==> config.mk <==
export PLATFORM = sky130hd
export DESIGN_NAME = fetch_sequencer
export DESIGN_NICKNAME = d
export VERILOG_FILES = /design/src/rtl/fetch_sequencer.sv
export SDC_FILE = /design/constraint.sdc
export NUM_CORES = 1
export LEC_CHECK = 0
export CORE_ASPECT_RATIO = 0.5
export CORE_UTILIZATION = 42
export CTS_CLUSTER_DIAMETER = 60
export CTS_CLUSTER_SIZE = 10
export DETAILED_ROUTE_END_ITERATION = 10
export PLACE_DENSITY = 0.8
export SYNTH_ARGS = -nofsm -noshare
export SYNTH_HDL_FRONTEND = slang
export SYNTH_SLANG_ARGS = --single-unit
==> constraint.sdc <==
create_clock -name clk -period 1.7 [get_ports clk]
set_input_delay 0.34 -clock clk [delete_from_list [all_inputs] [get_ports clk]]
set_output_delay 0.34 -clock clk [all_outputs]
set_load 0.01 [all_outputs]
==> src/rtl/fetch_sequencer.sv <==
// Instruction-fetch front end: holds PC, fetches words over a req/ack port,
// latches them into IR and hands opcode/operand/flag to the control unit.
module fetch_sequencer #(
  parameter int                ADDR_W   = 12,
  parameter int                DATA_W   = 16,
  parameter logic [ADDR_W-1:0] RESET_PC = '0,
  parameter logic [3:0]        HALT_OP  = 4'hF
) (
  input  logic              clk,
  input  logic              rst_n,
  output logic              mem_req,
  output logic [ADDR_W-1:0] mem_addr,
  input  logic              mem_ack,
  input  logic [DATA_W-1:0] mem_rdata,
  output logic [3:0]        opcode,
  output logic [ADDR_W-1:0] operand,
  output logic              flag,
  output logic              exec_valid,
  input  logic              ctrl_done,
  input  logic              ctrl_branch,
  input  logic              ctrl_flag_we,
  input  logic              alu_flag,
  output logic              halted,
  output logic [ADDR_W-1:0] pc,
  output logic [1:0]        dbg_state
);

  typedef enum logic [1:0] {
    IDLE  = 2'd0,
    FETCH = 2'd1,
    EXEC  = 2'd2,
    HALT  = 2'd3
  } state_t;

  state_t            state, state_nxt;
  logic [DATA_W-1:0] ir, ir_nxt;
  logic [ADDR_W-1:0] pc_nxt;
  logic              flag_nxt;

  // Memory handshake: mem_req and mem_addr are held stable from the first
  // FETCH cycle until the edge on which mem_ack is sampled high; that edge
  // transfers mem_rdata into IR. mem_ack in any other state is ignored.
  always_ff @(posedge clk or negedge rst_n) begin
    if (!rst_n) begin
      state <= IDLE;
      ir    <= '0;
      pc    <= RESET_PC;
      flag  <= 1'b0;
    end else begin
      state <= state_nxt;
      ir    <= ir_nxt;
      pc    <= pc_nxt;
      flag  <= flag_nxt;
    end
  end

  always_comb begin
    state_nxt = state;
    ir_nxt    = ir;
    pc_nxt    = pc;
    flag_nxt  = flag;
    case (state)
      IDLE: state_nxt = FETCH;
      FETCH: begin
        if (mem_ack) begin
          ir_nxt    = mem_rdata;
          state_nxt = EXEC;
        end
      end
      EXEC: begin
        // Branch decision reads the flag register before any same-cycle write.
        if (ctrl_flag_we) flag_nxt = alu_flag;
        if (ctrl_done) begin
          if (ctrl_branch && flag) pc_nxt = operand;
          else                     pc_nxt = pc + ADDR_W'(1);
          state_nxt = (opcode == HALT_OP) ? HALT : FETCH;
        end
      end
      HALT:    state_nxt = HALT;
      default: state_nxt = IDLE;
    endcase
  end

  // All outputs decode from registered state so they drop with async reset.
  assign mem_req    = (state == FETCH);
  assign exec_valid = (state == EXEC);
  assign halted     = (state == HALT);
  assign mem_addr   = pc;
  assign opcode     = ir[DATA_W-1 -: 4];
  assign operand    = ir[ADDR_W-1:0];
  assign dbg_state  = state;

endmodule

==> run_1/m1.png <==
The bar under the picture is 20 um long. Supply wires on this layer in gray.
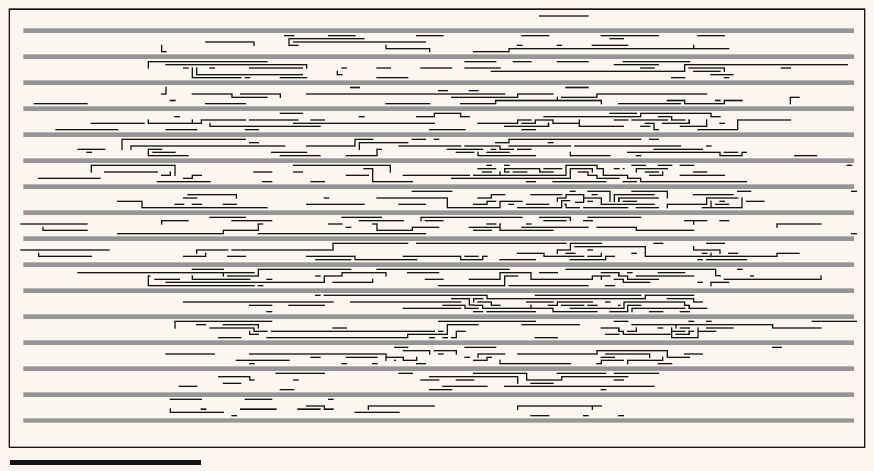
wire length on this layer: 1,960 um
share of all routed wire: 47%
longest straight run: 23.0 um
main direction: horizontal
met1 global-route usage: 30.3%
DRT Wirelength: 4.14 mm
vias: 1,333

==> run_1/m2.png <==
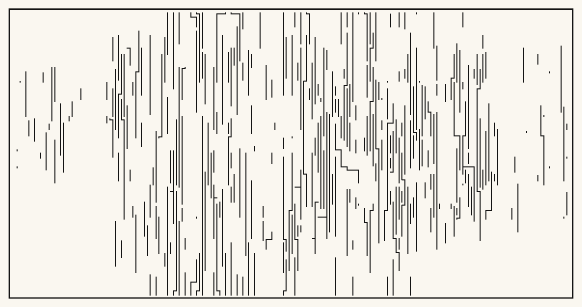
main direction: vertical
wire length on this layer: 1,960 um
nets with wire on the layer: 205

==> run_1/m3.png <==
The bar under the picture is 20 um long. Cells faint in the background.
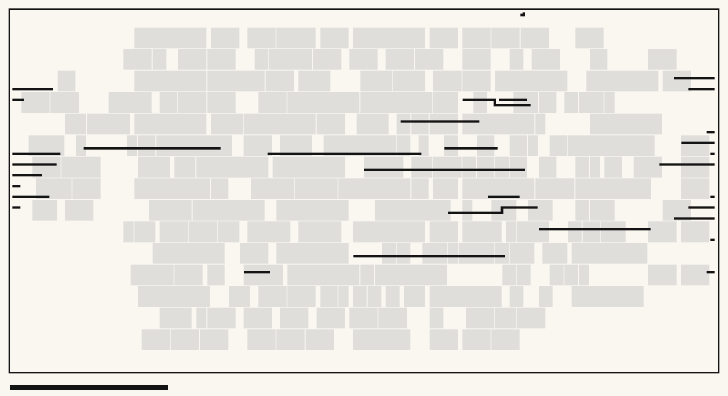
nets with wire on the layer: 27
share of all routed wire: 4.6%
met3 Use GR: 4.35%

run 1: metal layers:
layer	GRT usage (%)	vias to the layer above
li1	-	643
met1	30.3	641
met2	36.8	45
met3	4.35	4
met4	6.67	0
met5	0	-
run 1: kinds of logic (layout without fill, tap and decap cells):
group / after synthesis / count (layout) / share of synthesized area [%]
AOI/OAI and AO/OA: 36 / 36 / 14.1
adders and majority gates: 1 / 1 / 0.781
buffers and inverters: 20 / 85 / 8.35
DFF: 31 / 31 / 48.4
muxes: 19 / 19 / 15.3
and+or+nand+nor: 35 / 35 / 13.1
run 1: state kept, by name (all words and copies together) (netlist names):
name / flops
mem_addr: 12
flag: 1
ir: 16
dbg_state: 2
==> run notes, run 1 <==
impl run done, here's what came out: Area Overhead vs Synth=50.3%, clk cell area share=under 10%, Die Y=45.7 um, CTS tree=yes, combinational share of power=50.2%, share of power burned in the clock network=16.0%, Synth Register Bits=31, number of nets in the layout=230, Critical Path RT=1.36 ns, CTS H-Tree Depth=2, Cell area leaders=dfrtp_1 (48%), mux2_4 (8.4%), buf_4 (6.1%), mux2_2 (5.6%), a2bb2oi_1 (4.9%), CP max FO=7, Reg2Reg Launch Point=mem_addr[0]$_DFFE_PN0P_, Placed Cells=~250, most frequent cells in the layout=clkdlybuf4s50_1 (64), dfrtp_1 (26), a21oi_1 (12), status=completed, main flop type=dfrtp_1, Worst setup SP type=flop, non-clock buffer count=75, yosys cell count=142, Root Driver=clkbuf_8, Crit path depth=1, Flop area=around 780 sq um, Post-CTS Resized=5
==> inputs of run 2 (changes only) <==
--- a/config.mk
+++ b/config.mk
@@ -6,6 +6,7 @@
 export NUM_CORES = 1
 export LEC_CHECK = 0
 export CORE_ASPECT_RATIO = 0.5
+export CORE_MARGIN = 8
 export CORE_UTILIZATION = 42
 export CTS_CLUSTER_DIAMETER = 60
 export CTS_CLUSTER_SIZE = 10
==> run_2/m2.png <==
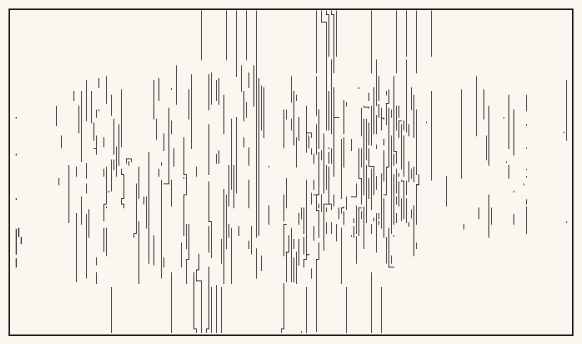
nets with wire on the layer: 203
main direction: vertical
share of all routed wire: 41%
longest straight run: 41.6 um

==> run 2 against run 1 <==
Compared with the run above: critical path depth unchanged; sequential cell count unchanged; global-route usage decreased by 7.1 points; sequential share of layout area increased by 0.15 points; clock power increased by 4.7%; utilization decreased by 4.3 points; first-iteration DRC count increased by 7.8%; combinational power decreased by 2%; clock skew decreased by 0.0023 ns; register-to-register slack improved by 0.08 ns; worst hold slack got worse by 0.0018 ns.
==> run notes, run 2 <==
impl run done, here's what came out: Post-Syn Area=0.00160 sq mm, placed instance area=around 0.0023 sq mm, Residual DRC=0, number of nets in the layout=229, Synth Register Bits=31, mux frac, synth=15.3%, main flop type=dfrtp_1, CTS tree=yes, Flop area=785 sq um, yosys simple share=13.1%, most frequent cells in the layout=clkdlybuf4s50_1 (65), dfrtp_1 (24), a21oi_1 (12), Compound Share, Synth=14.1%, Area Overhead vs Synth=50.0%, Crit path depth=1, non-clock buffer count=74, clk cell area share=4.89%, Reg2Reg Launch Point=mem_addr[1]$_DFFE_PN0P_, Root Driver=clkbuf_8, status=completed, Worst setup SP type=flop, yosys cell count=142, DRT Wirelength=roughly 4.4 mm, CTS H-Tree Depth=2, Adder Area Share=0.781%, Cell area leaders=dfrtp_1 (48%), mux2_4 (8.4%), buf_4 (6.1%), mux2_2 (5.6%), a2bb2oi_1 (4.9%), Top reg by flops=ir, share of power burned in the clock network=between 15 and 20%, Critical Path RT=around 1.4 ns, Die Y=59.7 um, combinational share of power=48.8%, Multi-In Gates=91, vias=roughly 1,400
## run 2: cell counts after synthesis
Identical to the previous run, type by type.
## run 2: repair_timing
action	CTS	global route
resized	6	4
buffers inserted	2	0
hold endpoints to repair	0	0
endpoints found under the setup margin	7	8
## run 2: layer usage
metal,GRT usage (%),share of wire [%],up-vias
li1,-,-,636
met1,19.7,45,647
met2,20.7,41,67
met3,8.59,14,5
met4,3.67,0.81,0
met5,0,0,-
## run 2: worst reg2reg max path, cell delays in order (launching register included)
cell       delay (ns)
dfrtp_1          0.43
ha_1             0.25
and4_4           0.28
nand4_1          0.14
a21oi_1          0.17
a2bb2oi_1        0.16
==> inputs of run 3 (changes only) <==
--- a/config.mk
+++ b/config.mk
@@ -6,12 +6,12 @@
 export NUM_CORES = 1
 export LEC_CHECK = 0
 export CORE_ASPECT_RATIO = 0.5
-export CORE_MARGIN = 8
 export CORE_UTILIZATION = 42
 export CTS_CLUSTER_DIAMETER = 60
 export CTS_CLUSTER_SIZE = 10
 export DETAILED_ROUTE_END_ITERATION = 10
-export PLACE_DENSITY = 0.8
+export DONT_BUFFER_PORTS = 1
+export GPL_ROUTABILITY_DRIVEN = 0
 export SYNTH_ARGS = -nofsm -noshare
 export SYNTH_HDL_FRONTEND = slang
 export SYNTH_SLANG_ARGS = --single-unit
==> run_3/gates.png <==
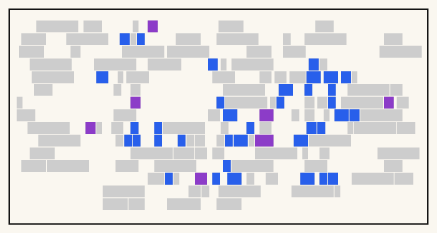
legend:
  purple:
    family: and/or cells
    cells: 7
  blue:
    family: aoi and oai cells
    cells: 36
most numerous logic cell after layout: dfrtp_1
Comb/total area: 39.9%
Non-Filler Instances: 196

==> run 3 against run 2 <==
Compared with the run above: worst setup slack improved by 0.20 ns; global-route usage increased by 1.7 points; critical path depth up 1.
==> run notes, run 3 <==
impl run done, here's what came out: status=completed, Worst setup SP type=flop, placed instance area=0.00162 sq mm, number of nets in the layout=168, main flop type=dfrtp_1, grt peak-use layer=met2, GR Util met2=24.6%, max reg flops=16, setup bufs post-CTS=0, met2 wire length=1.41 mm, Cell Type Count=29, Top reg by flops=ir, M1 WL=roughly 1.5 mm, Synth Seq Share=about 48%, WL met3=approximately 260 um, Post-Syn Area=0.00160 sq mm, Root Driver=clkbuf_8, met1 global-route usage=about a fifth, combinational share of power=36.5%, cell chain of the critical path=inv_1 > nor2_1, yosys cell count=142, CTS H-Tree Depth=2, Residual DRC=0, Crit path depth=2, share of power burned in the clock network=16.4%, EDFF count, synth=0, core box area=~0.0035 sq mm, CP max FO=6, Critical Path RT=1.36 ns, Reg2Reg Launch Point=mem_addr[1]$_DFFE_PN0P_, Post-CTS Resized=0, Area Overhead vs Synth=8.35%, Setup crit start=dbg_state[0]$_DFFE_PN0P_, Hold WS=~0.15 ns, vias=1,111, met3 Use GR=7.79%, maximum vdd drop=0.000682 V, Synth Register Bits=31, sw frac=between 40% and 50%, Highest Signal Layer=met4
-- run 3: kinds of logic after synthesis --
logic type / Yosys count / share of synthesized area (%)
compound gates: 36 / 14.1
fa+ha+maj: 1 / 0.781
buf+inv: 20 / 8.35
flops: 31 / 48.4
mux: 19 / 15.3
simple gates: 35 / 13.1
-- run 3: layout make-up --
class                   count  area [sq um]  share of cell area (%)
inverters                   2          7.51                   0.432
multi-input cells          91           693                    39.9
repair buffers             13           113                    6.48
clock buffers               5          68.8                    3.96
flip-flops and latches     31           776                    44.7
clock inverters             3          15.0                   0.865
well taps                  51          63.8                    3.67
-- run 3: metrics by stage --
stage	std cells	power [mW]	utilization, %
floorplan	142	2.62	-
global placement	186	2.78	45.7
detailed placement	186	2.82	45.7
CTS	196	3.41	49.0
global route	196	3.61	49.0
finish	196	3.35	49.0

==> screenshots <==
Clock nets.
shot_01.png
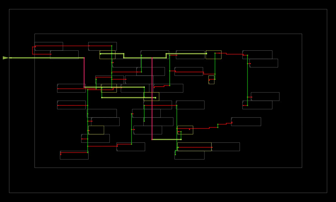
shot_02.png
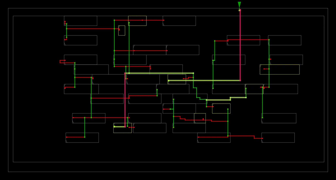
shot_03.png
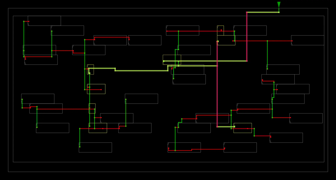
- shot_01.png = run 2
- shot_02.png = run 1
- shot_03.png = run 3

Power figures rest on the tool's default switching activity, not on a simulated workload.
